Figure 1. Met2 routing (run 1).
Drawn at 3 px/um. Cells faint in the background.
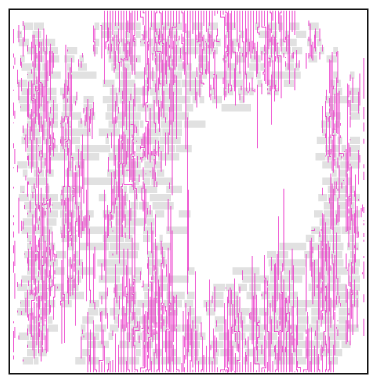
Figure 2. Clock wiring as the flow saved it (run 1).
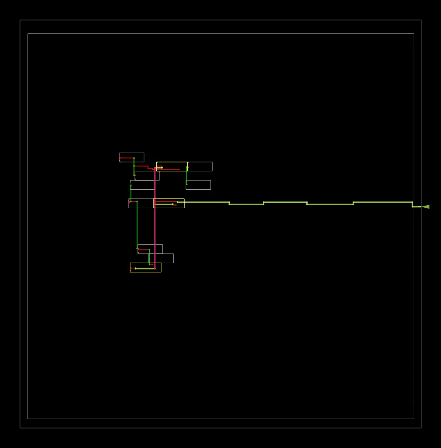
Figure 3. Wiring by layer (run 1).
Drawn at 4 px/um. Two of the layers only.
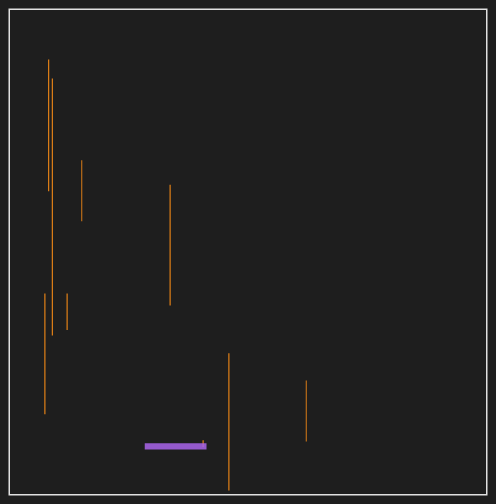
<file path="src/rtl/ecore_ram_arbiter.sv">
// Two-master round-robin arbiter for the shared synchronous data RAM port.
// Grants are combinational; read data is routed back one cycle after the grant.
module ecore_ram_arbiter #(
  parameter int MAX_BURST = 4,
  parameter int BURST_W   = 4
) (
  input  logic        i_clk,
  input  logic        i_rst,
  input  logic        i_m0_req,
  input  logic [3:0]  i_m0_we,
  input  logic [29:0] i_m0_addr,
  input  logic [31:0] i_m0_wdata,
  output logic        o_m0_gnt,
  output logic        o_m0_rvalid,
  output logic [31:0] o_m0_rdata,
  input  logic        i_m1_req,
  input  logic [3:0]  i_m1_we,
  input  logic [29:0] i_m1_addr,
  input  logic [31:0] i_m1_wdata,
  output logic        o_m1_gnt,
  output logic        o_m1_rvalid,
  output logic [31:0] o_m1_rdata,
  output logic [3:0]  o_ram_we,
  output logic [29:0] o_ram_addr,
  output logic [31:0] o_ram_wdata,
  input  logic [31:0] i_ram_rdata
);

  localparam logic [BURST_W-1:0] MAX_B = BURST_W'(MAX_BURST);
  localparam logic [BURST_W-1:0] ONE_B = BURST_W'(1);

  logic               last_gnt_q, last_gnt_d;
  logic               prev_active_q, prev_active_d;
  logic [BURST_W-1:0] burst_cnt_q, burst_cnt_d;
  logic               rd_pend_q, rd_pend_d;
  logic               rd_owner_q, rd_owner_d;

  logic sel;
  logic gnt;
  logic rd_valid;

  always_comb begin
    // With a single requester sel simply follows i_m1_req.
    if (i_m0_req && i_m1_req) begin
      sel = (prev_active_q && (burst_cnt_q < MAX_B)) ? last_gnt_q : ~last_gnt_q;
    end else begin
      sel = i_m1_req;
    end
    gnt = (i_m0_req | i_m1_req) & ~i_rst;
  end

  assign o_m0_gnt    = gnt & ~sel;
  assign o_m1_gnt    = gnt & sel;
  assign o_ram_we    = gnt ? (sel ? i_m1_we    : i_m0_we)    : 4'd0;
  assign o_ram_addr  = gnt ? (sel ? i_m1_addr  : i_m0_addr)  : 30'd0;
  assign o_ram_wdata = gnt ? (sel ? i_m1_wdata : i_m0_wdata) : 32'd0;

  assign rd_valid    = rd_pend_q & ~i_rst;
  assign o_m0_rvalid = rd_valid & ~rd_owner_q;
  assign o_m1_rvalid = rd_valid & rd_owner_q;
  assign o_m0_rdata  = o_m0_rvalid ? i_ram_rdata : 32'd0;
  assign o_m1_rdata  = o_m1_rvalid ? i_ram_rdata : 32'd0;

  always_comb begin
    last_gnt_d    = last_gnt_q;
    prev_active_d = 1'b0;
    burst_cnt_d   = burst_cnt_q;
    rd_pend_d     = 1'b0;
    rd_owner_d    = rd_owner_q;
    if (gnt) begin
      if ((sel == last_gnt_q) && prev_active_q) begin
        burst_cnt_d = (burst_cnt_q >= MAX_B) ? MAX_B : burst_cnt_q + ONE_B;
      end else begin
        burst_cnt_d = ONE_B;
      end
      last_gnt_d    = sel;
      prev_active_d = 1'b1;
      rd_pend_d     = (o_ram_we == 4'd0);
      rd_owner_d    = sel;
    end
  end

  always_ff @(posedge i_clk) begin
    if (i_rst) begin
      last_gnt_q    <= 1'b1;
      prev_active_q <= 1'b0;
      burst_cnt_q   <= '0;
      rd_pend_q     <= 1'b0;
      rd_owner_q    <= 1'b0;
    end else begin
      last_gnt_q    <= last_gnt_d;
      prev_active_q <= prev_active_d;
      burst_cnt_q   <= burst_cnt_d;
      rd_pend_q     <= rd_pend_d;
      rd_owner_q    <= rd_owner_d;
    end
  end

endmodule

</file>
<file path="config.mk">
export PLATFORM = sky130hd
export DESIGN_NAME = ecore_ram_arbiter
export DESIGN_NICKNAME = d
export VERILOG_FILES = /design/src/rtl/ecore_ram_arbiter.sv
export SDC_FILE = /design/constraint.sdc
export NUM_CORES = 1
export LEC_CHECK = 0
export CAP_MARGIN = 20
export CORE_AREA = 2 2 117 119
export CTS_CLUSTER_DIAMETER = 40
export DETAILED_ROUTE_END_ITERATION = 12
export DIE_AREA = 0 0 119 121
export SETUP_SLACK_MARGIN = 0.4
export SLEW_MARGIN = 10
export SYNTH_ARGS = -nofsm -noshare
export SYNTH_HDL_FRONTEND = slang
export SYNTH_SLANG_ARGS = --single-unit
</file>
<file path="constraint.sdc">
create_clock -name i_clk -period 3.3 [get_ports i_clk]
set_clock_uncertainty 0.15 [all_clocks]
set_input_delay 0.99 -clock i_clk [delete_from_list [all_inputs] [get_ports i_clk]]
set_output_delay 0.99 -clock i_clk [all_outputs]
set_load 0.005 [all_outputs]
</file>
==> flow_metrics.py, run 1 <==
# Flow results
metrics = {
    "finish": {
        "logic_area_um2": 2307,
        "syn2layout_area_growth_pct": 244.4,
    },
    "pwr": {
        "power.group.top": "combinational logic",
        "switching_share": 0.3347,
        "power_switching_w": 0.0004073,
        "sequentialPower_w": 0.000109,
        "combPwrFrac": 0.743,
        "powerComb_w": 0.000904,
        "peakVddDrop_v": 0.0001543,
    },
    "sta": {
        "drv_slew": 0,
        "fin_ws_ns": -0.1827,
        "setup_violations": 66,
    },
    "logic_synthesis": {
        "synth_flop_count": 8,
        "top_cell": "nand3_1",
        "ff_type": "dfxtp_1",
        "async_reset_ff_frac": 0,
    },
    "run_status": {
        "outcome": "finished with violations",
        "violations": "setup timing",
    },
    "drt": {
        "dr.pass1.iters": 4,
        "wl_met3_um": 1012,
        "wl_met1_um": 6233,
    },
    "setup_path": {
        "crit_chain": "buf_8 -> and2_4 -> mux2i_4 -> buf_6 -> buf_6 -> buf_6 -> buf_16 -> buf_8 -> nand3_2 -> a21oi_2 -> buf_2",
        "cp-start-kind": "input port",
        "crit_buf_inv": 7,
    },
    "die": {
        "die_y_um": 121,
    },
    "flow_run": {
        "tool_warnings": 29,
    },
    "placement": {
        "hpwlAfterDp_um": 9740,
        "dpl_cell_area_um2": 5555,
        "numPortBuffers": 301,
        "gp_congestion": 0.8756,
        "detailedPlace.worstSlack_ns": -0.4022,
    },
    "grt": {
        "grt-busiest-layer": "met2",
        "grt_use_met2": 0.3585,
        "antenna_found_initial": 1,
    },
    "hold_path": {
        "hold_start": "burst_cnt_q[1]",
    },
}
Notes on Figure 1 above:
main direction: vertical
nets with wire on the layer: 802
wire length on this layer: 8670 um
share of all routed wire: 54%
longest straight run: 58.8 um

Notes on Figure 2 above:
Sink Count: 8
CLK BUF: 3
Clk power: 0.000204 W
flip-flops: 8
Num CTS Buffers: 3

Notes on Figure 3 above:
legend:
  orange:
    layer: M4
    wire_length: 231 um
  purple:
    layer: M5
    wire_length: 13.8 um
final wirelength: 16160 um
GRT Util Overall: 0.1858
DR vias: 4280

## run 1: layout make-up
class,instances,area share
clock buffers,3,0.01068
well taps,176,0.03133
inverters,2,0.001068
multi-input cells,300,0.3283
repair buffers,412,0.6058
flip-flops and latches,8,0.02279
## run 1: path summary, 6_finish.rpt
| path | to | cells past startpoint | slack, ns |
|---|---|---|---|
| max | o_ram_we[3] | 11 | -0.18 |
| min reg2reg | burst_cnt_q[1] | 2 | 0.35 |
| max reg2reg | rd_pend_q | 9 | 1.03 |
| min | burst_cnt_q[1] | 2 | 0.35 |
## run 1: cells by family after synthesis
logic type	count (synthesis)
AND/OR/NAND/NOR	223
AND-OR/OR-AND	74
buffers and inverters	46
flip-flops	8
multiplexers	2
adder cells (fa/ha/maj)	1
## Run 2: what changed since run 1
--- a/config.mk
+++ b/config.mk
@@ -6,10 +6,11 @@
 export NUM_CORES = 1
 export LEC_CHECK = 0
 export CAP_MARGIN = 20
-export CORE_AREA = 2 2 117 119
+export CORE_AREA = 2 2 119 121
 export CTS_CLUSTER_DIAMETER = 40
 export DETAILED_ROUTE_END_ITERATION = 12
-export DIE_AREA = 0 0 119 121
+export DIE_AREA = 0 0 121 123
+export HOLD_SLACK_MARGIN = 0.1
 export SETUP_SLACK_MARGIN = 0.4
 export SLEW_MARGIN = 10
 export SYNTH_ARGS = -nofsm -noshare
==> constraint.sdc (replaced) <==
create_clock -name i_clk -period 3.11 [get_ports i_clk]
set_clock_uncertainty 0.15 [all_clocks]
set_input_delay 0.933 -clock i_clk [delete_from_list [all_inputs] [get_ports i_clk]]
set_output_delay 0.933 -clock i_clk [all_outputs]
set_load 0.005 [all_outputs]
==> run 2 against run 1 <==
Compared with the run above:
- the run still ends with setup timing left
- global-route usage rose by 0.71 points
- critical path depth fell by 1
- first-iteration DRC count rose by 15%
- largest power group unchanged
- combinational power rose by 6.5%
- sequential share of layout area barely moved
- cell count did not move
- synthesized cell count did not move
- final area rose by 0.71%
- power rose by 7.0%
- critical path type unchanged
- die size rose by 3.4%
==> flow_metrics.py, run 2 <==
# Flow results
metrics = {
    "finish": {
        "largest_reg_flops": 4,
    },
    "grt": {
        "antenna_found_initial": 0,
        "grt_usage": 0.1929,
        "gr-usage-met1": 0.2300,
    },
    "run_status": {
        "violations": "setup timing",
        "outcome": "finished with violations",
    },
    "pwr": {
        "powerComb_w": 0.000963,
        "power.group.top": "combinational logic",
        "peakVddDrop_v": 0.0001486,
        "combPwrFrac": 0.739,
        "switching_share": 0.3367,
        "sequentialPower_w": 0.000115,
    },
    "setup_path": {
        "cp-start-kind": "input port",
        "r2r_cells": 7,
        "r2r-end": "rd_pend_q",
        "crit_buf_inv": 6,
        "slowest_stage": "mux2i_4",
        "ff2ff_setup_slack_ns": 1.03,
        "path_depth": 10,
        "endpoint": "o_ram_wdata[4]",
    },
    "drt": {
        "dr.pass1.iters": 4,
        "vias": 4227,
        "wl_met1_um": 6393,
        "wl_met3_um": 1053,
        "drt_wl_total_um": 16270,
    },
    "placement": {
        "gp_congestion": 0.8877,
        "dpl_cell_area_um2": 5608,
        "detailedPlace.worstSlack_ns": -0.5088,
        "hpwlAfterDp_um": 10090,
        "numPortBuffers": 301,
    },
    "logic_synthesis": {
        "ff_type": "dfxtp_1",
        "synth_flop_count": 8,
        "top_cell": "nand3_1",
        "async_reset_ff_frac": 0,
    },
    "sta": {
        "fin_ws_ns": -0.2301,
        "setup_violations": 69,
        "drv_slew": 0,
    },
    "clock_tree": {
        "cts.sinks": 8,
        "cts_made_buffers": 3,
    },
    "die": {
        "die_y_um": 123,
    },
    "flow_run": {
        "tool_warnings": 29,
    },
    "hold_path": {
        "min_path_cells": 2,
        "holdPathEnd": "burst_cnt_q[1]",
    },
}
## run 2: cell types whose count changed in the layout (fill, tap and decap cells not counted), moves of 9 or more
cell	change
buf_6	+25
and2_1	-9
buf_4	-9
and2_4	+9
clkbuf_2	-10
## run 2: cells by family after synthesis
kind of cell / synth area share
simple gates: 0.5990
buf+inv: 0.1079
compound gates: 0.1907
flops: 0.07848
mux: 0.01778
fa+ha+maj: 0.006130
## run 2: layout make-up
| type | count | area (um^2) | share of cell area |
|---|---|---|---|
| tap | 180 | 225.2 | 0.03182 |
| multi-input combinational | 300 | 2276 | 0.3215 |
| inverter | 2 | 7.507 | 0.001061 |
| sequential | 8 | 160.2 | 0.02263 |
| timing repair buffer | 408 | 4334 | 0.6123 |
| clock buffer | 3 | 75.07 | 0.01061 |
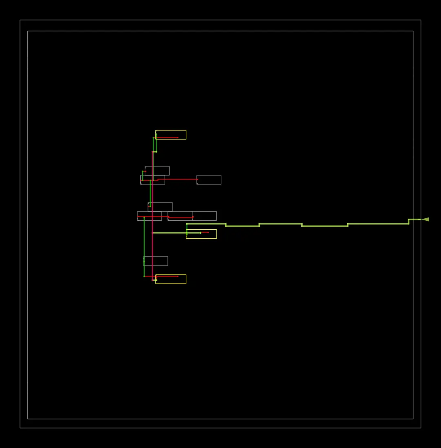
Figure 4: run 2, clock wiring as the flow saved it.
Insertion Delay late pin: 0.24 ns
Clk power: 0.000224 W

## Run 3: what changed since run 2
--- a/config.mk
+++ b/config.mk
@@ -6,11 +6,12 @@
 export NUM_CORES = 1
 export LEC_CHECK = 0
 export CAP_MARGIN = 20
-export CORE_AREA = 2 2 119 121
+export CORE_AREA = 8 8 112 114
 export CTS_CLUSTER_DIAMETER = 40
 export DETAILED_ROUTE_END_ITERATION = 12
-export DIE_AREA = 0 0 121 123
+export DIE_AREA = 0 0 120 122
 export HOLD_SLACK_MARGIN = 0.1
+export PLACE_DENSITY = 0.71
 export SETUP_SLACK_MARGIN = 0.4
 export SLEW_MARGIN = 10
 export SYNTH_ARGS = -nofsm -noshare
==> run 3 against run 2 <==
Compared with the run above:
- the flow still finishes with violations (setup timing)
- fmax rose by 1.2%
- routed wire length rose by 11%
- final area fell by 2.1%
- non-clock buffer count fell by 1
==> flow_metrics.py, run 3 <==
# Flow results
metrics = {
    "flow_run": {
        "tool_warnings": 29,
    },
    "grt": {
        "gr-usage-met1": 0.2242,
    },
    "setup_path": {
        "endpoint": "o_ram_addr[19]",
        "r2r_cells": 9,
        "cp-start-kind": "input port",
        "r2r-end": "rd_pend_q",
    },
    "finish": {
        "final-clk-cell-share": 0.005957,
        "seq_cell_count": 8,
        "n_all_inverters": 2,
        "comb-cell-share": 0.3368,
        "logic_area_um2": 2335,
        "syn2layout_area_growth_pct": 239.7,
        "regArea_um2": 160.2,
        "buffer_area_frac": 0.6078,
        "dominant_cells": "buffers",
        "clock_buffers": 3,
    },
    "placement": {
        "hpwlAfterDp_um": 11970,
        "dpl_cell_area_um2": 5548,
        "numPortBuffers": 301,
        "detailedPlace.worstSlack_ns": -0.5726,
        "gp_congestion": 0.8595,
    },
    "hold_path": {
        "hold_start": "burst_cnt_q[1]",
    },
    "logic_synthesis": {
        "adder_share": 0.006131,
        "ys_sh_simple": 0.5990,
        "synth.area.mux_share": 0.01778,
        "ys_sh_aoi": 0.1907,
        "synth_flop_count": 8,
        "ff_type": "dfxtp_1",
    },
    "sta": {
        "setup_violations": 74,
        "fin_ws_ns": -0.1891,
    },
    "run_status": {
        "violations": "setup timing",
        "outcome": "finished with violations",
    },
    "pwr": {
        "sequentialPower_w": 0.000115,
        "power.group.top": "combinational logic",
    },
    "drt": {
        "dr.pass1.iters": 6,
    },
    "clock_tree": {
        "cts.sinks": 8,
    },
}
==> run 3: routing by layer <==
layer | vias to the layer above | routed length [um]
met3 | 30 | 1508
met1 | 2042 | 6742
met2 | 223 | 9443
met5 | - | 0
met4 | 0 | 408
li1 | 2002 | -
==> run 3: cell families (layout without fill, tap and decap cells) <==
group	count (synthesis)	in the layout
adder cells (fa/ha/maj)	1	1
multiplexers	2	2
flip-flops	8	8
AND-OR/OR-AND	74	74
buffers and inverters	46	412
AND/OR/NAND/NOR	223	223
==> run 3: critical path, stage by stage <==
cell and delay (ns):
buf_8 0.10, and2_4 0.15, mux2i_4 0.18, buf_6 0.16
buf_6 0.10, buf_12 0.10, buf_16 0.11, nand3_2 0.07
a21oi_2 0.16, buf_2 0.13
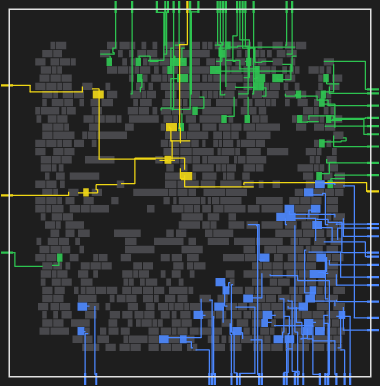
Figure 5: run 3, wires at chosen ports, followed through buffers.
Drawn at 3 px/um.
legend:
  blue:
    port: o_m0_rdata
    bits: 32
    direction: output
    edge: 21 south, 11 east
    end_cells: 32
    buffers: 32
    wire: 1020 um
  green:
    port: i_m1_addr
    bits: 30
    direction: input
    edge: 20 north, 9 east, 1 west
    end_cells: 30
    buffers: 30
    wire: 914 um
  yellow:
    port: i_m0_we
    bits: 4
    direction: input
    edge: 2 west, 1 north, 1 east
    end_cells: 5
    buffers: 8
    wire: 287 um


==> layout pictures side by side <==
Zoomed window.
picture 1
Region (81, 82) to (101, 102) um. Cells in gray, sequential cells in the stronger gray; small squares are vias.
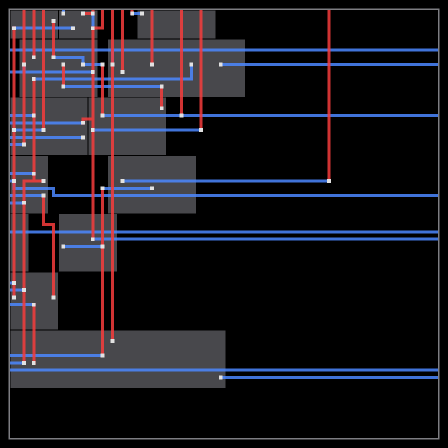
picture 2
Region (79, 81) to (99, 101) um. Cells in gray, sequential cells in the stronger gray; small squares are vias.
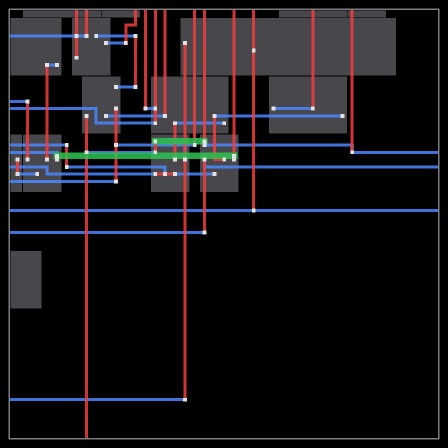
picture 3
Region (80, 82) to (100, 102) um. Cells in gray, sequential cells in the stronger gray; small squares are vias.
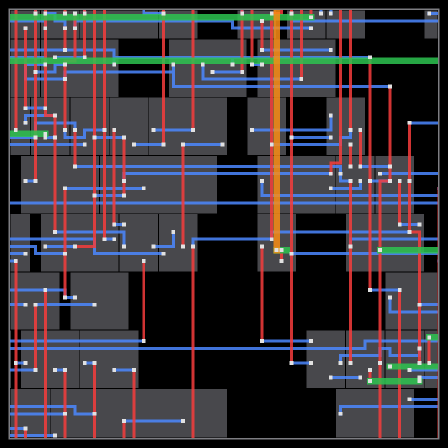
run 3 -> picture 3
run 2 -> picture 1
run 1 -> picture 2

Key to picture 1:
legend:
  blue:
    layer: M1
  red:
    layer: M2
most frequent: clkdlybuf4s50_1 (2)
sequential cells in the window: 0
cells with their middle in the window: 9

Power and IR drop assume default switching activity.
